## config.mk

```make
export PLATFORM = sky130hd
export DESIGN_NAME = display_driver_7seg_flat
export DESIGN_NICKNAME = d
export VERILOG_FILES = /design/src/rtl/display_driver_7seg_if.sv /design/src/rtl/display_driver_7seg.sv /design/src/flat_wrapper.sv
export SDC_FILE = /design/constraint.sdc
export NUM_CORES = 1
export LEC_CHECK = 0
export ABC_CLOCK_PERIOD_IN_PS = 4210
export CORE_MARGIN = 4
export CORE_UTILIZATION = 56
export CTS_BUF_LIST = sky130_fd_sc_hd__clkbuf_8
export DETAILED_ROUTE_END_ITERATION = 10
export HOLD_SLACK_MARGIN = 0.03
export PLACE_DENSITY = 0.85
export REMOVE_ABC_BUFFERS = 1
export SLEW_MARGIN = 20
export SYNTH_ARGS = -nofsm -noshare
export SYNTH_HDL_FRONTEND = slang
export SYNTH_SLANG_ARGS = --single-unit
```

## constraint.sdc

```tcl
create_clock -name clk -period 4.21 [get_ports clk]
set_input_delay 0.842 -clock clk [delete_from_list [all_inputs] [get_ports clk]]
set_output_delay 0.842 -clock clk [all_outputs]
set_load 0.02 [all_outputs]
```

## src/rtl/display_driver_7seg_if.sv

```systemverilog
// rtl/display_driver_7seg_if.sv - value/mode in, anode/segment/busy out bundle for the 7-seg driver
interface display_driver_7seg_if #(
  parameter int NUM_DIGITS = 8
);
  logic [15:0]           value;
  logic                  dec_mode;
  logic [NUM_DIGITS-1:0] an;
  logic [6:0]            seg;
  logic                  dp;
  logic                  busy;

  modport master (output value, dec_mode, input an, seg, dp, busy);
  modport slave  (input value, dec_mode, output an, seg, dp, busy);
endinterface

```

## src/rtl/display_driver_7seg.sv

```systemverilog
// rtl/display_driver_7seg.sv - multiplexed 7-seg driver, hex or double-dabble decimal view
// Optional macro LEADING_ZERO_BLANK_EN blanks leading zero digits (digit 0 always shown).
module display_driver_7seg #(
  parameter int REFRESH_DIV = 100000,
  parameter int NUM_DIGITS  = 8
) (
  input logic                  clk,
  input logic                  reset,
  display_driver_7seg_if.slave disp
);

  localparam int CNT_W = $clog2(REFRESH_DIV);

  typedef enum logic [1:0] {IDLE, CONV, DONE} state_t;

  state_t          r_state;
  state_t          w_state_next;
  logic [15:0]     r_lat_value;
  logic            r_lat_mode;
  logic [19:0]     r_bcd;
  logic [15:0]     r_shift;
  logic [3:0]      r_iter;
  logic [3:0]      r_digit [5];
  logic            r_shown_dec;
  logic [CNT_W-1:0] r_cnt;
  logic [2:0]      r_idx;
  logic [NUM_DIGITS-1:0] r_an;
  logic [6:0]      r_seg;

  logic            w_mismatch;
  logic            w_load_hex;
  logic            w_start_conv;
  logic            w_step;
  logic            w_copy;
  logic            w_busy;
  logic [19:0]     w_bcd_adj;
  logic [3:0]      w_cur_digit;
  logic [2:0]      w_sig_lim;
  logic            w_blank;

  function automatic logic [6:0] seg_code(input logic [3:0] d);
    case (d)
      4'h0: seg_code = 7'h40;
      4'h1: seg_code = 7'h79;
      4'h2: seg_code = 7'h24;
      4'h3: seg_code = 7'h30;
      4'h4: seg_code = 7'h19;
      4'h5: seg_code = 7'h12;
      4'h6: seg_code = 7'h02;
      4'h7: seg_code = 7'h78;
      4'h8: seg_code = 7'h00;
      4'h9: seg_code = 7'h10;
      4'hA: seg_code = 7'h08;
      4'hB: seg_code = 7'h03;
      4'hC: seg_code = 7'h46;
      4'hD: seg_code = 7'h21;
      4'hE: seg_code = 7'h06;
      default: seg_code = 7'h0E;
    endcase
  endfunction

  assign w_mismatch = (disp.value != r_lat_value) || (disp.dec_mode != r_lat_mode);

  always_ff @(posedge clk or negedge reset) begin
    if (!reset) r_state <= IDLE;
    else        r_state <= w_state_next;
  end

  always_comb begin
    w_state_next = r_state;
    w_load_hex   = 1'b0;
    w_start_conv = 1'b0;
    w_step       = 1'b0;
    w_copy       = 1'b0;
    w_busy       = 1'b0;
    case (r_state)
      IDLE: begin
        if (w_mismatch) begin
          if (disp.dec_mode) begin
            w_start_conv = 1'b1;
            w_state_next = CONV;
          end else begin
            w_load_hex = 1'b1;
          end
        end
      end
      CONV: begin
        w_busy = 1'b1;
        w_step = 1'b1;
        if (r_iter == 4'd15) w_state_next = DONE;
      end
      DONE: begin
        w_busy       = 1'b1;
        w_copy       = 1'b1;
        w_state_next = IDLE;
      end
      default: w_state_next = IDLE;
    endcase
  end

  // Add-3 correction applied before each shift keeps every nibble a valid BCD digit.
  always_comb begin
    w_bcd_adj = '0;
    for (int i = 0; i < 5; i++) begin
      w_bcd_adj[4*i +: 4] = (r_bcd[4*i +: 4] >= 4'd5) ? r_bcd[4*i +: 4] + 4'd3 : r_bcd[4*i +: 4];
    end
  end

  always_ff @(posedge clk or negedge reset) begin
    if (!reset) begin
      r_lat_value <= '0;
      r_lat_mode  <= 1'b0;
      r_bcd       <= '0;
      r_shift     <= '0;
      r_iter      <= '0;
      r_shown_dec <= 1'b0;
      for (int i = 0; i < 5; i++) r_digit[i] <= '0;
    end else begin
      if (w_load_hex || w_start_conv) begin
        r_lat_value <= disp.value;
        r_lat_mode  <= disp.dec_mode;
      end
      if (w_load_hex) begin
        for (int i = 0; i < 4; i++) r_digit[i] <= disp.value[4*i +: 4];
        r_shown_dec <= 1'b0;
      end
      if (w_start_conv) begin
        r_bcd   <= '0;
        r_shift <= disp.value;
        r_iter  <= '0;
      end
      if (w_step) begin
        {r_bcd, r_shift} <= {w_bcd_adj, r_shift} << 1;
        r_iter           <= r_iter + 4'd1;
      end
      if (w_copy) begin
        for (int i = 0; i < 5; i++) r_digit[i] <= r_bcd[4*i +: 4];
        r_shown_dec <= 1'b1;
      end
    end
  end

  always_comb begin
    case (r_idx)
      3'd0:    w_cur_digit = r_digit[0];
      3'd1:    w_cur_digit = r_digit[1];
      3'd2:    w_cur_digit = r_digit[2];
      3'd3:    w_cur_digit = r_digit[3];
      3'd4:    w_cur_digit = r_digit[4];
      default: w_cur_digit = 4'd0;
    endcase
  end

  assign w_sig_lim = r_shown_dec ? 3'd5 : 3'd4;

`ifdef LEADING_ZERO_BLANK_EN
  logic [2:0] w_msd;

  // Highest nonzero significant digit of what is shown; stays 0 for an all-zero value.
  always_comb begin
    w_msd = '0;
    for (int i = 1; i < 5; i++) begin
      if ((3'(i) < w_sig_lim) && (r_digit[i] != 4'd0)) w_msd = 3'(i);
    end
  end

  assign w_blank = (r_idx >= w_sig_lim) || (r_idx > w_msd);
`else
  assign w_blank = (r_idx >= w_sig_lim);
`endif

  always_ff @(posedge clk or negedge reset) begin
    if (!reset) begin
      r_cnt <= '0;
      r_idx <= '0;
      r_an  <= '1;
      r_seg <= 7'h7F;
    end else begin
      if (r_cnt == CNT_W'(REFRESH_DIV - 1)) begin
        r_cnt <= '0;
        r_idx <= (r_idx == 3'(NUM_DIGITS - 1)) ? 3'd0 : r_idx + 3'd1;
      end else begin
        r_cnt <= r_cnt + CNT_W'(1);
      end
      r_an  <= w_blank ? '1 : ~(NUM_DIGITS'(1) << r_idx);
      r_seg <= w_blank ? 7'h7F : seg_code(w_cur_digit);
    end
  end

  assign disp.an   = r_an;
  assign disp.seg  = r_seg;
  assign disp.dp   = 1'b1;
  assign disp.busy = w_busy;

endmodule

```

## src/flat_wrapper.sv

```systemverilog
// flat-port wrapper written by rule: the top's interface ports become plain ports
module display_driver_7seg_flat 
#(
  parameter int REFRESH_DIV = 100000,
  parameter int NUM_DIGITS  = 8
)
  (clk, reset, disp_value, disp_dec_mode, disp_an, disp_seg, disp_dp, disp_busy);
  display_driver_7seg_if #(.NUM_DIGITS(NUM_DIGITS)) disp_i ();
  input logic clk;
  input logic reset;
  input wire logic [$bits(disp_i.value)-1:0] disp_value;
  input wire logic [$bits(disp_i.dec_mode)-1:0] disp_dec_mode;
  output wire logic [$bits(disp_i.an)-1:0] disp_an;
  output wire logic [$bits(disp_i.seg)-1:0] disp_seg;
  output wire logic [$bits(disp_i.dp)-1:0] disp_dp;
  output wire logic [$bits(disp_i.busy)-1:0] disp_busy;
  assign disp_i.value = disp_value;
  assign disp_i.dec_mode = disp_dec_mode;
  assign disp_an = disp_i.an;
  assign disp_seg = disp_i.seg;
  assign disp_dp = disp_i.dp;
  assign disp_busy = disp_i.busy;
  display_driver_7seg #(.REFRESH_DIV(REFRESH_DIV), .NUM_DIGITS(NUM_DIGITS)) u_core (.clk(clk), .reset(reset), .disp(disp_i));
endmodule
```

final_placement.png
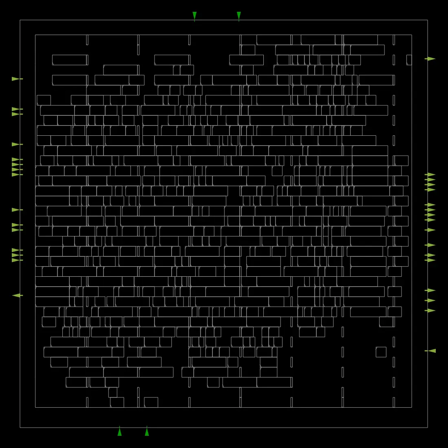
final design utilization: 66.0%
n_taps: 136
FILL cells: 740
Flops: 115

wire_density.png
Drawn at 2 px/um. 22 x 22 tiles, from dark purple (low) to yellow (high), scaled to the fullest tile. Values are wire area over tile area, all layers added.
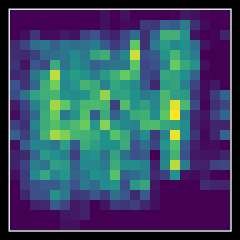
tiles over half the peak = 24%
nearly empty tiles = 23%
fullest tile = 0.55
mean over tiles = 0.16

-- cells by family after synthesis --
family	Yosys count	share of synthesized area (%)
simple gates	108	8.77
xor+xnor	41	6.15
flops	115	49.6
fa+ha+maj	28	6.00
other cells	1	0.0642
mux	73	14.0
compound gates	104	11.9
buf+inv	44	3.41
-- power groups by stage --
stage               Combinational (W)  Clock [W]  Sequential (W)
floorplan                     0.00114          0         0.00167
global placement              0.00152          0         0.00168
detailed placement            0.00160          0         0.00171
CTS                           0.00162    0.00111         0.00168
global route                  0.00178    0.00116         0.00173
finish                        0.00162    0.00110         0.00169
-- flip-flops by register name, indices dropped and copies added, names as in the netlist --
register / cells
u_core.r_digit: 20
u_core.r_state: 2
u_core.r_lat_value: 16
u_core.r_bcd: 20
u_core.r_shift: 16
u_core.r_shown_dec: 1
u_core.disp.an: 8
u_core.r_idx: 3
u_core.r_iter: 4
u_core.r_cnt: 17
u_core.r_lat_mode: 1
u_core.disp.seg: 7
-- per-layer routing --
metal  vias up  GRT usage [%]  wire [um]
met5         -              0          0
met4         0           7.04        235
met3        24           5.30        583
met2       101           37.6       6240
met1      2092           27.7       4970
li1       1900              -          -
-- path summary, 6_finish.rpt --
path                            cells past startpoint                      endpoint  slack, ns
min in group clk                                    1    u_core.r_cnt[11]$_DFF_PN0_       0.50
worst max register to register                      9  u_core.disp.seg[6]$_DFF_PN1_       0.95
max in group asynchronous                           2   u_core.disp.an[5]$_DFF_PN1_       3.28
worst min-delay path                                1  u_core.r_bcd[18]$_DFFE_PN0P_       0.32
worst min register to register                      1    u_core.r_cnt[11]$_DFF_PN0_       0.50
worst max-delay path                                9  u_core.disp.seg[6]$_DFF_PN1_       0.95
-- cell type report --
| type | count | area (um^2) |
|---|---|---|
| clock buffers | 17 | 234 |
| clock inverters | 15 | 191 |
| fillers | 740 | 3480 |
| inverters | 21 | 78.8 |
| multi-input cells | 355 | 2760 |
| flip-flops and latches | 115 | 2900 |
| well taps | 136 | 170 |
| repair buffers | 42 | 418 |
-- cells in the mapped netlist (4+ instances only) --
master      n
xnor2_1    17
nor3_1      5
xor2_1     24
buf_2       6
nand3_1    18
o21ai_0    30
a22o_1     12
a21oi_1    20
nand2_1    41
o221ai_1    4
nor2_1     17
nand2b_1    5
a22oi_1     9
mux2i_1     5
dfrtp_1   100
dfstp_2    15
a21o_1      9
inv_1      21
clkbuf_1   13
ha_1       28
nor4_1      4
mux2_2     67
-- through the flow --
stage / area, um^2 / utilization, %
2_1_floorplan: 5720 / -
3_3_place_gp: 6280 / 61.4
3_5_place_dp: 6280 / 61.4
4_1_cts: 6710 / 65.6
5_1_grt: 6750 / 66.0
6_report: 6750 / 66.0
-- worst reg2reg max path, cell delays in order (launching register included) --
cell      delay, ns
dfrtp_1        0.57
inv_1          0.28
ha_1           0.35
a32o_1         0.24
a311oi_1       0.63
inv_1          0.22
ha_1           0.27
nand2_1        0.10
o21ai_0        0.16
a221o_1        0.37
==> impl_metrics.yaml <==
# synthesis and place-and-route metrics
synthesis:
  ff_type: "dfrtp_1"
  yosysUniqueCellTypes: 48
  ys_area_um2: 5840
  ys_cells: 514
  syn_avg_cell_area_um2: 11.4
  synth-edff-count: 0
  ys_ff: 115
  top_cell_area_share_pct: 42.9
  synthCells: 514
  yosysTopAreaCell: "dfrtp_1"
  synthArstFlopShare_pct: 100
  synthTopCellsByArea: "dfrtp_1 (43%), mux2_2 (13%), dfstp_2 (6.8%)"
clock_network:
  cts.htree.levels: 4
  cts_tree: "yes"
  cts_resized: 0
  cts_buffers: 17
  clk_pin_slew_ns: 0.07
  cts_hold_buffers: 0
  cts_setup_buffers: 0
power_and_ir_drop:
  p_sw_w: 0.00151
  vdd_drop_max_mv: 0.489
  power_w: 0.00441
  internal_power_w: 0.00290
  swShare_pct: 34.2
  p_seq_share_pct: 38.4
  p_leak_nw: 2.96
cells_and_area:
  syn_to_final_growth_pct: 15.6
  final_cell_mix: "dfrtp_1 (100), mux2_2 (67), nand2_1 (41)"
  final_common_cell: "dfrtp_1"
  drive_gt1_share_pct: 22.3
  antennaDiodeCount: 0
critical_path:
  crit_arrival_ns: 3.61
  start_kind: "flip-flop"
  critPathKind: "flip-flop to flip-flop"
  slowest_delay_ns: 0.63
  path_max_fanout: 13
  r2r-start: "u_core.r_idx[2]$_DFFE_PN0N_"
  worst_setup_path_end_kind: "flip-flop"
  path_buffers: 2
  crit_family: "AND-OR/OR-AND gates"
status:
  outcome: "finished, final reports clean"
sta:
  rsz0062_at_grt: "no"
  timing.hold.ws_ns: 0.319
  finalClockSkew_ns: 0.0159
  setup_viol: 0
  fin_ws_ns: 0.948
  slew_violations: 0
  fin_crit_ns: 3.26
  hold_viol: 0
  finalCritPeriodShare_pct: 77.5
floorplan:
  fp.dieH_um: 110
  die_x_um: 110
  die-area_um2: 12100
global_routing:
  grt_use_total_pct: 22.0
  grt_pass1_vias: 4223
  grt-ovfl-total: 0
job:
  maxCapViolations: 0
  warning_count: 41
drt:
  via_per_inst: 5.87
  wl_per_cell_um: 17.2
  num_vias: 4117
  drt-initial-drc-count: 268
  detail-route-antenna-nets: 0
  drc: 0
  drt-total-wl_um: 12000
worst_hold_path:
  hp-class: "primary input to async pin"
placement:
  post-place-ws_ns: 0.770
Power is estimated from default activity; no workload was simulated.
